===== src/rtl/conv_enc_pkg.sv =====
// Shared constants, FSM states and helpers for the punctured K=7 convolutional encoder.
// Keep masks use bit 0 for output A and bit 1 for output B.
package conv_enc_pkg;

   localparam int K = 7;
   localparam logic [K-1:0] G0_DEF = 7'o133;
   localparam logic [K-1:0] G1_DEF = 7'o171;

   localparam logic [1:0] MODE_R12 = 2'b00;
   localparam logic [1:0] MODE_R23 = 2'b01;
   localparam logic [1:0] MODE_R34 = 2'b10;

   localparam logic [1:0] KEEP_AB = 2'b11;
   localparam logic [1:0] KEEP_A  = 2'b01;
   localparam logic [1:0] KEEP_B  = 2'b10;

   typedef enum logic [2:0] {
      S_IDLE,
      S_RD,
      S_LOAD,
      S_ENC,
      S_TAIL,
      S_FLUSH,
      S_DONE
   } state_t;

   // Last phase value before the puncture pattern wraps; mode 11 behaves as rate 1/2.
   function automatic logic [1:0] punct_last(input logic [1:0] mode);
      if (mode == MODE_R23) return 2'd1;
      if (mode == MODE_R34) return 2'd2;
      return 2'd0;
   endfunction

   function automatic logic [1:0] keep_mask(input logic [1:0] mode, input logic [1:0] phase);
      if (phase == 2'd0) return KEEP_AB;
      if (mode == MODE_R23) return KEEP_A;
      if (mode == MODE_R34) return (phase == 2'd1) ? KEEP_A : KEEP_B;
      return KEEP_AB;
   endfunction

   // Generator MSB taps the current bit u, lower bits tap s[0] (newest) .. s[K-2] (oldest).
   function automatic logic conv_parity(input logic [K-1:0] g, input logic u,
                                        input logic [K-2:0] s);
      logic [K-1:0] v;
      v[K-1] = u;
      for (int i = 0; i < K-1; i++) v[K-2-i] = s[i];
      return ^(v & g);
   endfunction

endpackage


===== src/rtl/conv_bit_packer.sv =====
// Packs 0-2 coded bits per cycle LSB-first into OUT_W-bit words; a word is output the cycle
// after it fills, or after flush when a partial word is pending (zero padded in the high bits).
module conv_bit_packer #(
   parameter int OUT_W = 16
) (
   input  logic             clk,
   input  logic             rst,
   input  logic             clr,
   input  logic [1:0]       bits,
   input  logic [1:0]       nbits,
   input  logic             flush,
   output logic             word_vld,
   output logic [OUT_W-1:0] word_dat
);

   localparam int CW = $clog2(OUT_W + 1);

   logic [OUT_W-1:0] acc;
   logic [CW-1:0]    cnt;
   logic [OUT_W:0]   merged;
   logic [CW:0]      sum;
   logic [1:0]       keep;

   // merged is one bit wider so the second bit of a pair arriving at OUT_W-1 spills over.
   always_comb begin
      keep   = bits & {nbits == 2'd2, nbits != 2'd0};
      merged = {1'b0, acc} | ((OUT_W+1)'(keep) << cnt);
      sum    = (CW+1)'(cnt) + (CW+1)'(nbits);
   end

   always_ff @(posedge clk) begin
      if (!rst) begin
         acc      <= '0;
         cnt      <= '0;
         word_vld <= 1'b0;
         word_dat <= '0;
      end else begin
         word_vld <= 1'b0;
         if (clr) begin
            acc <= '0;
            cnt <= '0;
         end else if (flush) begin
            if (cnt != '0) begin
               word_vld <= 1'b1;
               word_dat <= acc;
            end
            acc <= '0;
            cnt <= '0;
         end else if (sum >= (CW+1)'(OUT_W)) begin
            word_vld <= 1'b1;
            word_dat <= merged[OUT_W-1:0];
            acc      <= OUT_W'(merged[OUT_W]);
            cnt      <= CW'(sum - (CW+1)'(OUT_W));
         end else begin
            acc <= merged[OUT_W-1:0];
            cnt <= sum[CW-1:0];
         end
      end
   end

endmodule


===== src/rtl/conv_encoder_punct.sv =====
// K=7 rate-1/2 convolutional encoder with r1/2, r2/3, r3/4 puncturing and optional tail bits.
// Reads words RAM-to-RAM bit-serially (DATA_W+2 cycles per input word); no backpressure.
module conv_encoder_punct
   import conv_enc_pkg::*;
#(
   parameter int           DATA_W = 8,
   parameter int           OUT_W  = 16,
   parameter int           ADDR_W = 5,
   parameter logic [K-1:0] G0     = G0_DEF,
   parameter logic [K-1:0] G1     = G1_DEF
) (
   input  logic              clk,
   input  logic              rst,
   input  logic              start,
   input  logic [1:0]        mode,
   input  logic              tail_en,
   input  logic [ADDR_W-1:0] blk_len,
   output logic              rd_en,
   output logic [ADDR_W-1:0] rd_addr,
   input  logic [DATA_W-1:0] rd_data,
   output logic              wr_en,
   output logic [ADDR_W-1:0] wr_addr,
   output logic [OUT_W-1:0]  wr_data,
   output logic              busy,
   output logic              done,
   output logic [ADDR_W:0]   wr_count
);

   localparam int BW = (DATA_W > 1) ? $clog2(DATA_W) : 1;

   state_t            state;
   logic [1:0]        mode_q;
   logic              tail_q;
   logic [ADDR_W-1:0] len_q;
   logic [DATA_W-1:0] dreg;
   logic [BW-1:0]     bcnt;
   logic [2:0]        tcnt;
   logic [K-2:0]      sreg;
   logic [1:0]        phase;

   logic       enc_act, u, a_bit, b_bit;
   logic [1:0] keep, pk_bits, pk_n;
   logic       pk_clr, pk_flush;

   always_comb begin
      enc_act = (state == S_ENC) || (state == S_TAIL);
      u       = (state == S_ENC) ? dreg[0] : 1'b0;
      a_bit   = conv_parity(G0, u, sreg);
      b_bit   = conv_parity(G1, u, sreg);
      keep    = keep_mask(mode_q, phase);
      pk_bits = 2'b00;
      pk_n    = 2'd0;
      if (enc_act) begin
         if (keep == KEEP_AB) begin
            pk_bits = {b_bit, a_bit};
            pk_n    = 2'd2;
         end else if (keep == KEEP_A) begin
            pk_bits = {1'b0, a_bit};
            pk_n    = 2'd1;
         end else begin
            pk_bits = {1'b0, b_bit};
            pk_n    = 2'd1;
         end
      end
      pk_clr   = (state == S_IDLE) && start;
      pk_flush = (state == S_FLUSH);
   end

   conv_bit_packer #(.OUT_W(OUT_W)) u_packer (
      .clk      (clk),
      .rst      (rst),
      .clr      (pk_clr),
      .bits     (pk_bits),
      .nbits    (pk_n),
      .flush    (pk_flush),
      .word_vld (wr_en),
      .word_dat (wr_data)
   );

   always_ff @(posedge clk) begin
      if (!rst) begin
         state    <= S_IDLE;
         mode_q   <= '0;
         tail_q   <= 1'b0;
         len_q    <= '0;
         dreg     <= '0;
         bcnt     <= '0;
         tcnt     <= '0;
         sreg     <= '0;
         phase    <= '0;
         rd_en    <= 1'b0;
         rd_addr  <= '0;
         wr_addr  <= '0;
         wr_count <= '0;
         busy     <= 1'b0;
         done     <= 1'b0;
      end else begin
         if (wr_en) begin
            wr_addr  <= wr_addr + 1'b1;
            wr_count <= wr_count + 1'b1;
         end
         if (enc_act) begin
            sreg  <= {sreg[K-3:0], u};
            phase <= (phase == punct_last(mode_q)) ? 2'd0 : phase + 1'b1;
         end
         case (state)
            S_IDLE: if (start) begin
               mode_q   <= mode;
               tail_q   <= tail_en;
               len_q    <= blk_len;
               sreg     <= '0;
               phase    <= '0;
               rd_addr  <= '0;
               wr_addr  <= '0;
               wr_count <= '0;
               busy     <= 1'b1;
               rd_en    <= 1'b1;
               state    <= S_RD;
            end
            S_RD: begin
               rd_en <= 1'b0;
               state <= S_LOAD;
            end
            S_LOAD: begin
               dreg  <= rd_data;
               bcnt  <= '0;
               state <= S_ENC;
            end
            S_ENC: begin
               dreg <= dreg >> 1;
               bcnt <= bcnt + 1'b1;
               if (bcnt == BW'(DATA_W-1)) begin
                  if (rd_addr == len_q) begin
                     tcnt  <= '0;
                     state <= tail_q ? S_TAIL : S_FLUSH;
                  end else begin
                     rd_addr <= rd_addr + 1'b1;
                     rd_en   <= 1'b1;
                     state   <= S_RD;
                  end
               end
            end
            S_TAIL: begin
               tcnt <= tcnt + 1'b1;
               if (tcnt == 3'(K-2)) state <= S_FLUSH;
            end
            // The partial-word write lands in the DONE cycle, alongside the done pulse.
            S_FLUSH: begin
               done  <= 1'b1;
               busy  <= 1'b0;
               state <= S_DONE;
            end
            S_DONE: begin
               done  <= 1'b0;
               state <= S_IDLE;
            end
            default: state <= S_IDLE;
         endcase
      end
   end

endmodule


===== config.mk =====
export PLATFORM = sky130hd
export DESIGN_NAME = conv_encoder_punct
export DESIGN_NICKNAME = d
export VERILOG_FILES = /design/src/rtl/conv_enc_pkg.sv /design/src/rtl/conv_bit_packer.sv /design/src/rtl/conv_encoder_punct.sv
export SDC_FILE = /design/constraint.sdc
export NUM_CORES = 1
export LEC_CHECK = 0
export ABC_CLOCK_PERIOD_IN_PS = 3900
export CORE_MARGIN = 3
export CORE_UTILIZATION = 57
export CTS_BUF_LIST = sky130_fd_sc_hd__clkbuf_8
export DETAILED_ROUTE_END_ITERATION = 8
export PLACE_DENSITY = 0.82
export SETUP_SLACK_MARGIN = 0.4
export SLEW_MARGIN = 20
export SYNTH_ARGS = -nofsm -noshare
export SYNTH_HDL_FRONTEND = slang
export SYNTH_SLANG_ARGS = --single-unit

===== constraint.sdc =====
create_clock -name clk -period 3.9 [get_ports clk]
set_input_delay 0.78 -clock clk [delete_from_list [all_inputs] [get_ports clk]]
set_output_delay 0.78 -clock clk [all_outputs]
set_load 0.005 [all_outputs]

==> images/m1.png <==
(6 px per um) Supply wires on this layer in gray.
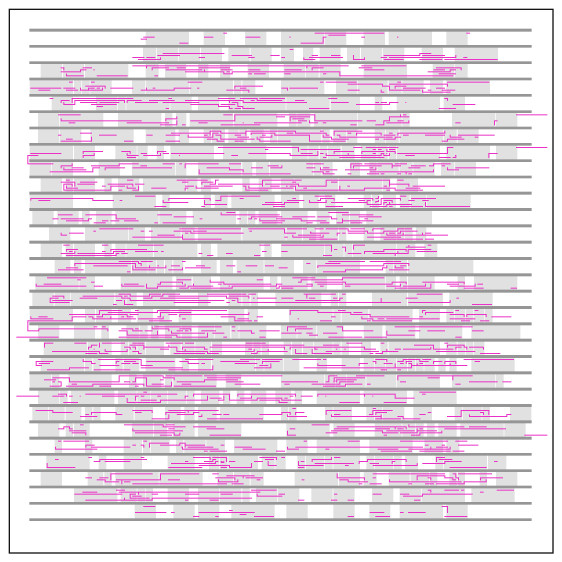
longest straight run: 35.9 um
share of all routed wire: 47%
nets with wire on the layer: 483

==> reports/qor.yml <==
total_leakage_power_nw: 1.91
crit_start: "state[2]"
reg2regPathDepth: 12
power_leader: "sequential cells"
drive_gt1_share_pct: 5.84
drt_iter0_drc: 130
wirelength_um: 8120
dr_wl_met2_um: 3890
floorplan.io_pins: 55
slowest_stage: "dfxtp_1"
fin_worst_skew_ns: 0.00775
seq_cells: 90
arrival_ns: 3.48
warnings: 28
cts_tree: "yes"
comb_area_um2: 2120
synth_flops: 90
grtUsageMet3_pct: 4.42
outcome: "finished, final reports clean"
combPwrFrac_pct: 14.6
use_met1_pct: 27.3
wl_met3_um: 346
top_logic_kind: "simple AND/OR/NAND/NOR gates"
hold_class: "flip-flop to flip-flop"
edf_count: 0
ys_seq_share_pct: 44.4
avgSynthCellArea_um2: 9.08
yosys_warnings: 0
final_common_cell: "dfxtp_1"
tightest_slew_ns: 0.953
cpPeakStageDelay_ns: 0.62
cts_hold_buf: 0
max_slew_margin_pct: 36.3
top_usage_layer: "met2"
path_max_fanout: 21
taps: 96
route.antenna.remaining_nets: 0
synth_cell_types: 50
crit_required_ns: 4.15
max_freq_ghz: 0.309
setup_slack_ns: 0.667
worstSetupStartpointType: "flip-flop"
fa_ha_area_share_pct: 3.88
firstDrtPassIters: 5
netlist.area_leader.share_pct: 44.4
grt-ovfl-total: 0
regArea_um2: 1800
grt_pass1_wl_um: 14000
cts_root_buffer: "clkbuf_8"
fillers: 538
crit_type: "flip-flop to flip-flop"
synthCells: 447
clk_path_buf_depth: 2
==> images/ff_map.png <==
(4 px per um) Other sequential cells in the stronger gray, the rest of the logic in the fainter gray.
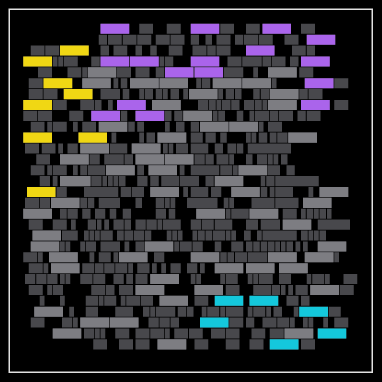
[`dreg`] yellow | placed flops: 8 | where: upper left
[`wr_count`] cyan | placed flops: 6
[`u_packer.word_dat`] purple | placed flops: 16
not colored: 60
sequential power: 0.000999 W
Seq area share: 37.0%
Final Core Density: 71.3%

No activity file was given, so power comes from the tool's default toggle rates.
